**Run 1: local utilization**

(8 px per um) The die is cut into 8 by 9 equal tiles; black is low, pale yellow is high, 0 to 100% covered.
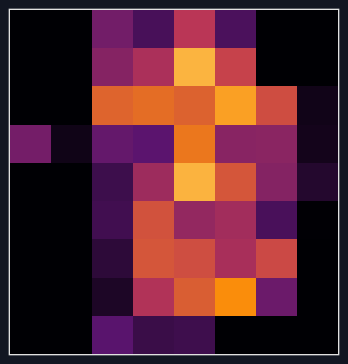
**Run 1: placed cells, one color a class**

(6 px per um)
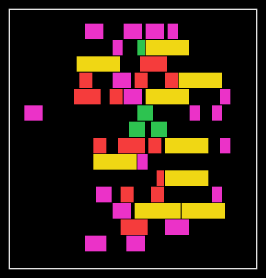
**Run 1: cell outlines without signal wires**

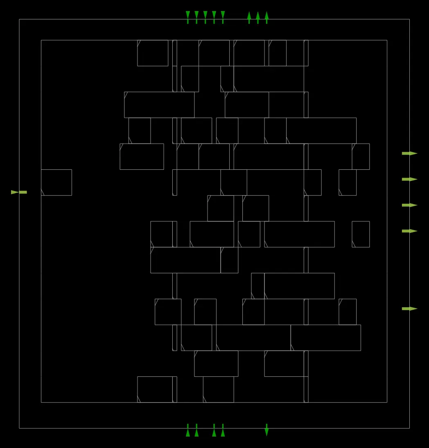
File: src/rtl/half_adder_pkg.sv
// Shared types and defaults for the registered bit-parallel half adder.
package half_adder_pkg;

    localparam int HA_DEFAULT_WIDTH = 4;

    typedef struct packed {
        logic sum;
        logic carry;
    } ha_lane_t;

    function automatic ha_lane_t ha_eval(input logic a, input logic b);
        ha_lane_t lane;
        lane.sum   = a ^ b;
        lane.carry = a & b;
        return lane;
    endfunction

endpackage

File: src/rtl/half_adder_bit.sv
// Combinational 1-bit half-adder cell.
module half_adder_bit
    import half_adder_pkg::*;
(
    input  logic a,
    input  logic b,
    output logic sum,
    output logic carry
);

    ha_lane_t lane;

    always_comb begin
        lane  = ha_eval(a, b);
        sum   = lane.sum;
        carry = lane.carry;
    end

endmodule

File: src/rtl/half_adder.sv
// Registered bit-parallel half adder: per-lane sum/carry, no inter-lane carry.
// Optional carry_any/sum_zero flag outputs are enabled by HALF_ADDER_FLAGS_EN.
module half_adder
    import half_adder_pkg::*;
#(
    parameter int WIDTH = HA_DEFAULT_WIDTH
) (
    input  logic             clk,
    input  logic             rst,
    input  logic [WIDTH-1:0] a,
    input  logic [WIDTH-1:0] b,
    output logic [WIDTH-1:0] sum,
    output logic [WIDTH-1:0] carry,
    output logic             out_valid
`ifdef HALF_ADDER_FLAGS_EN
    ,
    output logic             carry_any,
    output logic             sum_zero
`endif
);

    logic [WIDTH-1:0] sum_next;
    logic [WIDTH-1:0] carry_next;

    for (genvar i = 0; i < WIDTH; i++) begin : g_lane
        half_adder_bit u_bit (
            .a     (a[i]),
            .b     (b[i]),
            .sum   (sum_next[i]),
            .carry (carry_next[i])
        );
    end

    always_ff @(posedge clk) begin
        if (rst) begin
            sum       <= '0;
            carry     <= '0;
            out_valid <= 1'b0;
        end else begin
            sum       <= sum_next;
            carry     <= carry_next;
            out_valid <= 1'b1;
        end
    end

`ifdef HALF_ADDER_FLAGS_EN
    // Flags are derived from the next values so they line up with sum/carry.
    always_ff @(posedge clk) begin
        if (rst) begin
            carry_any <= 1'b0;
            sum_zero  <= 1'b1;
        end else begin
            carry_any <= |carry_next;
            sum_zero  <= ~(|sum_next);
        end
    end
`endif

endmodule

File: config.mk
export PLATFORM = sky130hd
export DESIGN_NAME = half_adder
export DESIGN_NICKNAME = d
export VERILOG_FILES = /design/src/rtl/half_adder_pkg.sv /design/src/rtl/half_adder_bit.sv /design/src/rtl/half_adder.sv
export SDC_FILE = /design/constraint.sdc
export NUM_CORES = 1
export LEC_CHECK = 0
export ABC_AREA = 0
export CORE_AREA = 2 2 39 41
export CTS_CLUSTER_SIZE = 10
export DETAILED_ROUTE_END_ITERATION = 12
export DIE_AREA = 0 0 41 43
export GPL_TIMING_DRIVEN = 1
export SYNTH_ARGS = -nofsm -noshare
export SYNTH_HDL_FRONTEND = slang
export SYNTH_HIERARCHICAL = 1
export SYNTH_SLANG_ARGS = --single-unit
File: constraint.sdc
create_clock -name clk -period 0.8 [get_ports clk]
set_clock_uncertainty 0.05 [all_clocks]
set_input_delay 0.12 -clock clk [delete_from_list [all_inputs] [get_ports clk]]
set_output_delay 0.12 -clock clk [all_outputs]
set_load 0.01 [all_outputs]
==> impl_metrics.toml, run 1 <==
# flow metrics
[grt]
overflow = 0
grt_use_total = 0.06231
first_global_vias = 170
grt_pass1_wl_um = 717
grt_busiest_layer = "met2"
groute.layer.met1.usage = 0.07419
global_route.usage.met2 = 0.09375
antenna_found_initial = 0
grt.met3_usage = 0
grt_max_degree = 10

[timing]
finalSetupTns_ns = -0.2688
unrepaired_setup_endpoints_after_global_routing = "true"
final_min_period_over_clock_period = 1.043
layout_setup_ws_ns = -0.03466
final-setup-viol-count = 9
final-max-slew-violation-count = 0
fmaxAchievable_ghz = 1.198
max_transition_margin = 0.9407
max_slew.worst_pin.slew_ns = 0.08896
timing.final.crit_period_ns = 0.8347
timing_hold_violations_final = 0

[logic_synthesis]
post_synthesis_cell_count = 22
compound_area_frac = 0
xor_area_frac = 0
netlist_area_sq_um = 284.0
post_synth_fa_ha_maj_area_fraction = 0.1762
ys_seq_elements = 9
yosysUniqueCellTypes = 4
synth_chip_area_sq_um = 284.0
topCellsByArea = "dfxtp_1 63%, ha_1 18%, nor2b_1 18%"
ys_seq_share = 0.6344
yosysWarningCount = 6
yosysTopAreaCell = "dfxtp_1"
ys_cells = 22
synthMuxAreaShare = 0
synthDominantCellAreaShare = 0.6344
synth-simple-area-share = 0.1762
floorplan_nets = 36
combinational_family_with_the_most_area_after_synthesis = "adder cells"
avgSynthCellArea_sq_um = 12.91

[routing]
drt-total-wl_um = 476
via_per_inst = 3.525
drc = 0
drt_pre_antenna_iters = 1
avgRoutedWirePerCell_um = 7.803
antenna_nets_post_route = 0
drt_iter0_markers = 0
vias = 215

[power_and_ir_drop]
peakVddDrop_mv = 0.4476
p_per_area_nw_per_um2 = 1946
design_power_total_uw = 915.7
power_leakage_uw = 0.0002400

[setup_path]
worst-path-stages = 1
crit_arrival_ns = 0.66
critical_path_start_type = "register"
cp_top_family = "flip-flops"
timing.critical_path.from = "sum[0]$_SDFF_PP0_"
critical_path.slowest_cell = "dfxtp_1"
crit_fanout = 1
worst_ep_required_time_ns = 0.63
critical_path.max_stage_delay_ns = 0.30
endpoint = "sum[0]"
worst_setup_path_end_kind = "output pin"
path_buffers = 1
worstSetupPathType = "reg2out"
path_cells = "buf_2"

[final_layout]
nets = 60
area_growth_syn_to_layout_pct = 65.64
antenna_cells = 0
layout-drive-gt1-share = 0.3111

[place]
numPortBuffers = 18
placedCellCount = 57
place.gp.congestion = 0.6335

[min_path]
min-delay-path-class = "in2reg"

[clocking]
cts.sink_count = 9
postCtsSetupBuffers = 0
cts.htree.levels = 1
cts.root.buffer_cell = "clkbuf_4"
cts_inserted_buffers = 3
cts-root-to-sink-buffers = 2
cts_tree = "built"
worst_setup_hold_path_clk_slew_ns = 0.06

[floorplanning]
die_h_um = 43
io-pin-count = 19
chip_area_sq_um = 1763
fp.dieW_um = 41

[job]
stage_log_warnings = 28
drv.max_cap_violation_count = 0

[outcome]
outcome = "complete, but fails checks"
failed_checks = "negative setup slack"
-- 'local utilization' (at the start) --
fullest tile: 84%
mean over tiles: 26%
tiles over 75% full: 5.6%
emptiest ninth of the die: south-west
nearly empty tiles: 36%
densest ninth of the die: north
share of the core filled by cells before placement: 0.2052
utilization of the core after routing: 0.3400
floorplan core area: 1384 sq um

-- 'placed cells, one color a class' (at the start) --
legend:
  magenta:
    class: other buffers and delay cells
    cells: 19
    share_of_their_area: 31%
  red:
    class: all other logic
    cells: 13
    share_of_their_area: 23%
  green:
    class: clock drivers and dummy loads
    cells: 4
    share_of_their_area: 5.8%
  yellow:
    class: flip-flops
    cells: 9
    share_of_their_area: 40%
total non-filler cell area in the finished layout: 470.5 sq um
Placement Rows: 14
sequential portion of the cell area: 0.3856

-- 'cell outlines without signal wires' (at the start) --
sequential cell count: 9
non-filler cells, final: 61
Filler cells: 160
tap cell count: 16

## run 1: flip-flops by register name (all words and copies together), names as in the netlist
register   cells
carry          4
sum            4
out_valid      1
## run 1: Yosys cell counts (all sizes together)
cell and number:
inv 1, nor2b 8, ha 4, dfxtp 9
## run 1: what timing repair did
item / CTS / global route
gates cloned: 0 / 0
hold buffers: 0 / 0
setup endpoints to repair: 13 / 9
pin swaps: 3 / 0
gates resized: 44 / 2
## run 1: cells in the final DEF (no fill, tap or decap), drive strengths merged
cell,instances
ha,4
buf,10
nor2b,8
clkdlybuf4s50,1
dlygate4sd2,8
clkbuf,4
inv,1
dfxtp,9
## run 1: per-layer routing
metal	vias up	part of all wire
met2	8	0.49
met1	91	0.39
met4	0	0.040
li1	114	-
met5	-	0
met3	2	0.074
## run 1: worst min-delay path by stage
stage,start,to,slack [ns],depth (start not counted)
detailed placement,rst,out_valid$_DFF_P_,0.73,3
global placement,rst,out_valid$_DFF_P_,0.72,3
CTS,a[3],sum[3]$_SDFF_PP0_,0.28,3
global route,a[2],sum[2]$_SDFF_PP0_,0.29,3
finish,a[3],sum[3]$_SDFF_PP0_,0.27,3
floorplan,rst,out_valid$_DFF_P_,0.13,1
## run 1: where the power goes
group          switching, uW  total, uW  internal, uW
Sequential              5.57        481           476
Clock                    130        321           190
Combinational           45.7        113          67.8
Total                    182        916           734
## run 1: final cells by class
cell class | count | area, sq um
clock buffers | 4 | 26.28
fillers | 160 | 913.4
inverters | 1 | 3.754
multi-input cells | 12 | 100.1
flip-flops and latches | 9 | 181.4
well taps | 16 | 20.02
repair buffers | 19 | 138.9
## run 1: through the flow
stage	area (sq um)	setup WS, ns	hold slack (ns)
3_3_place_gp	491.7	-0.3075	0.7162
3_5_place_dp	491.7	-0.3067	0.7274
5_1_grt	470.5	-0.07330	0.2939
6_report	470.5	-0.03466	0.2680
2_1_floorplan	284.0	0.1443	0.1265
4_1_cts	462.9	-0.04472	0.2761
## run 1: kinds of logic after synthesis
family                     after synthesis
DFF                                      9
and+or+nand+nor                          8
adders and majority gates                4
buffers and inverters                    1
==> run 1 -> run 2 <==
--- a/config.mk
+++ b/config.mk
@@ -10,7 +10,7 @@
 export CTS_CLUSTER_SIZE = 10
 export DETAILED_ROUTE_END_ITERATION = 12
 export DIE_AREA = 0 0 41 43
-export GPL_TIMING_DRIVEN = 1
+export GPL_TIMING_DRIVEN = 0
 export SYNTH_ARGS = -nofsm -noshare
 export SYNTH_HDL_FRONTEND = slang
 export SYNTH_HIERARCHICAL = 1
**Run 2: met3 routing**

(8 px per um)
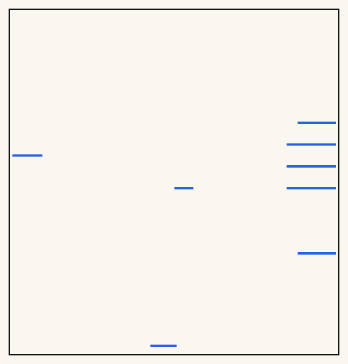
share of all routed wire: 6.5%
nets with wire on the layer: 7
main direction: horizontal
wire length on this layer: 35.1 um
Total Routed Length: 539 um
global-route track usage on met3: 0.01571
via count: 212

**Run 2: metal layers overlaid**

(8 px per um) Only two layers are drawn.
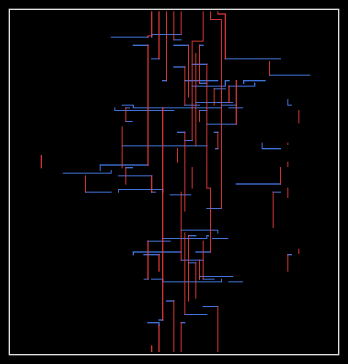
legend:
  blue:
    layer: met1
    wire_length: 197 um
  red:
    layer: met2
    wire_length: 288 um
global router's overall resource usage: 0.08032
routed length per instance: 8.983 um

==> impl_metrics.toml, run 2 <==
# flow metrics
[outcome]
outcome = "complete, but fails checks"
failed_checks = "negative setup slack"

[final_layout]
mostFrequentLayoutCells = "8 x nor2b_1, 8 x dlygate4sd2_1, 7 x dfxtp_1, 7 x buf_2, 4 x ha_1"
area_growth_syn_to_layout_pct = 66.52
top_regs = "carry x4, sum x4, out_valid x1"
nets = 59
non_filler_cells_final = 60
layout-drive-gt1-share = 0.3182
antenna_cells = 0
final_core_util = 0.3418

[setup_path]
worst_ep_required_time_ns = 0.63
path_cells = "buf_6"
critical_path.max_stage_delay_ns = 0.32
crit_arrival_ns = 0.68
worst-path-stages = 1
crit_fanout = 1
worst_setup_path_end_kind = "output pin"
timing.critical_path.from = "sum[0]$_SDFF_PP0_"
cp_top_family = "flip-flops"
path_buffers = 1
critical_path_start_type = "register"
endpoint = "sum[0]"
critical_path.slowest_cell = "dfxtp_2"

[timing]
timing.final.crit_period_ns = 0.8506
fmaxAchievable_ghz = 1.176
max_transition_margin = 0.7850
max_slew.worst_pin.slew_ns = 0.3220
final-setup-viol-count = 9
layout_setup_ws_ns = -0.05056
final-max-slew-violation-count = 0
final_min_period_over_clock_period = 1.063
unrepaired_setup_endpoints_after_global_routing = "true"
timing_hold_violations_final = 0

[routing]
antenna_nets_post_route = 0
drt_iter0_markers = 0
drc = 0
drt_pre_antenna_iters = 1
via_per_inst = 3.533

[logic_synthesis]
ys_cells = 22
compound_area_frac = 0
post_synth_edffs = 0
yosysMostFrequentCell = "dfxtp_1"
yosysUniqueCellTypes = 4
xor_area_frac = 0
combinational_family_with_the_most_area_after_synthesis = "adder cells"
synth_chip_area_sq_um = 284.0
synth-simple-area-share = 0.1762
synthMuxAreaShare = 0
synth.top_cells.by_count = "9 x dfxtp_1, 8 x nor2b_1, 4 x ha_1"
floorplan_nets = 36
ys_seq_share = 0.6344
topCellsByArea = "dfxtp_1 63%, ha_1 18%, nor2b_1 18%"
post_synthesis_cell_count = 22
netlist_area_sq_um = 284.0
ys_dominant_reg_cell = "dfxtp_1"
synthDominantCellAreaShare = 0.6344
yosysTopAreaCell = "dfxtp_1"
ys_seq_elements = 9
post_synth_fa_ha_maj_area_fraction = 0.1762
asyncSetResetFlopFracSynth = 0
yosysWarningCount = 6
avgSynthCellArea_sq_um = 12.91

[power_and_ir_drop]
design_power_total_uw = 938.6
power_leakage_uw = 0.0002459
peakVddDrop_mv = 0.5678
p_per_area_nw_per_um2 = 1985

[floorplanning]
core_region_area_sq_um = 1384
die_h_um = 43
chip_area_sq_um = 1763
floorplan.core_util = 0.2052
fp.dieW_um = 41
io-pin-count = 19

[clocking]
cts_inserted_buffers = 3
cts_tree = "built"
cts.sink_count = 9
hold_buffers = 0
cts-root-to-sink-buffers = 2
worst_setup_hold_path_clk_slew_ns = 0.06
cts.root.buffer_cell = "clkbuf_4"
cts.htree.levels = 1

[job]
drv.max_cap_violation_count = 0
stage_log_warnings = 28

[grt]
overflow = 0
antenna_found_initial = 0
first_global_vias = 196
grt_max_degree = 10

[place]
post_place_setup_slack_ns = -0.3369
numPortBuffers = 18
place.gp.congestion = 0.6333
placedCellCount = 56

[min_path]
min-delay-path-class = "in2reg"
## run 2: netlist changes by cell type in the layout (fill, tap and decap cells not counted)
cell	change
buf_4	-1
buf_6	+1
dlymetal6s2s_1	+1
clkdlybuf4s50_1	-1
dfxtp_1	-1
buf_2	-1
dfxtp_2	+1
## run 2: how the worst min path moves through the flow
stage / from / to / slack [ns] / cells past startpoint
finish: rst / out_valid$_DFF_P_ / 0.14 / 2
global route: rst / out_valid$_DFF_P_ / 0.17 / 2
CTS: a[2] / sum[2]$_SDFF_PP0_ / 0.26 / 3
detailed placement: b[2] / sum[2]$_SDFF_PP0_ / 0.78 / 3
global placement: b[0] / sum[0]$_SDFF_PP0_ / 0.78 / 3
floorplan: rst / out_valid$_DFF_P_ / 0.13 / 1
## run 2: power by group
| group | total [uW] | internal, uW | switching (uW) |
|---|---|---|---|
| Clock | 338 | 191 | 147 |
| Sequential | 484 | 477 | 6.98 |
| Combinational | 117 | 69.8 | 47.3 |
## run 2: cell type report
cell class | instances | area [sq um]
Sequential cell | 9 | 182.7
Multi-Input combinational cell | 12 | 100.1
Fill cell | 158 | 910.9
Tap cell | 16 | 20.02
Clock buffer | 4 | 26.28
Timing Repair Buffer | 18 | 140.1
Inverter | 1 | 3.754
## run 2: repair_timing
action | in CTS | in global routing
gates cloned | 0 | 0
gates resized | 44 | 5
buffers inserted | 0 | 0
setup endpoints to repair | 13 | 16
pin swaps | 4 | 0
## run 2: stage by stage
| stage | instance area [sq um] | hold WS, ns | setup TNS [ns] |
|---|---|---|---|
| 2_1_floorplan | 284.0 | 0.1265 | 0 |
| 3_3_place_gp | 484.2 | 0.7815 | -4.051 |
| 3_5_place_dp | 484.2 | 0.7799 | -4.130 |
| 4_1_cts | 455.4 | 0.2572 | -0.5268 |
| 5_1_grt | 473.0 | 0.1732 | -0.6881 |
| 6_report | 473.0 | 0.1439 | -0.3828 |
## run 2: cell families (layout without fill, tap and decap cells)
family        after synthesis  count (layout)
fa+ha+maj                   4               4
simple gates                8               8
buf+inv                     1              23
flops                       9               9
## run 2: metal layers
layer | wire, um | global-route usage | vias up
met4 | 19 | 0.1400 | 0
met2 | 287 | 0.1031 | 8
li1 | - | - | 112
met5 | 0 | 0 | -
met3 | 35 | 0.01571 | 2
met1 | 197 | 0.07395 | 90
Power figures rest on the tool's default switching activity, not on a simulated workload.
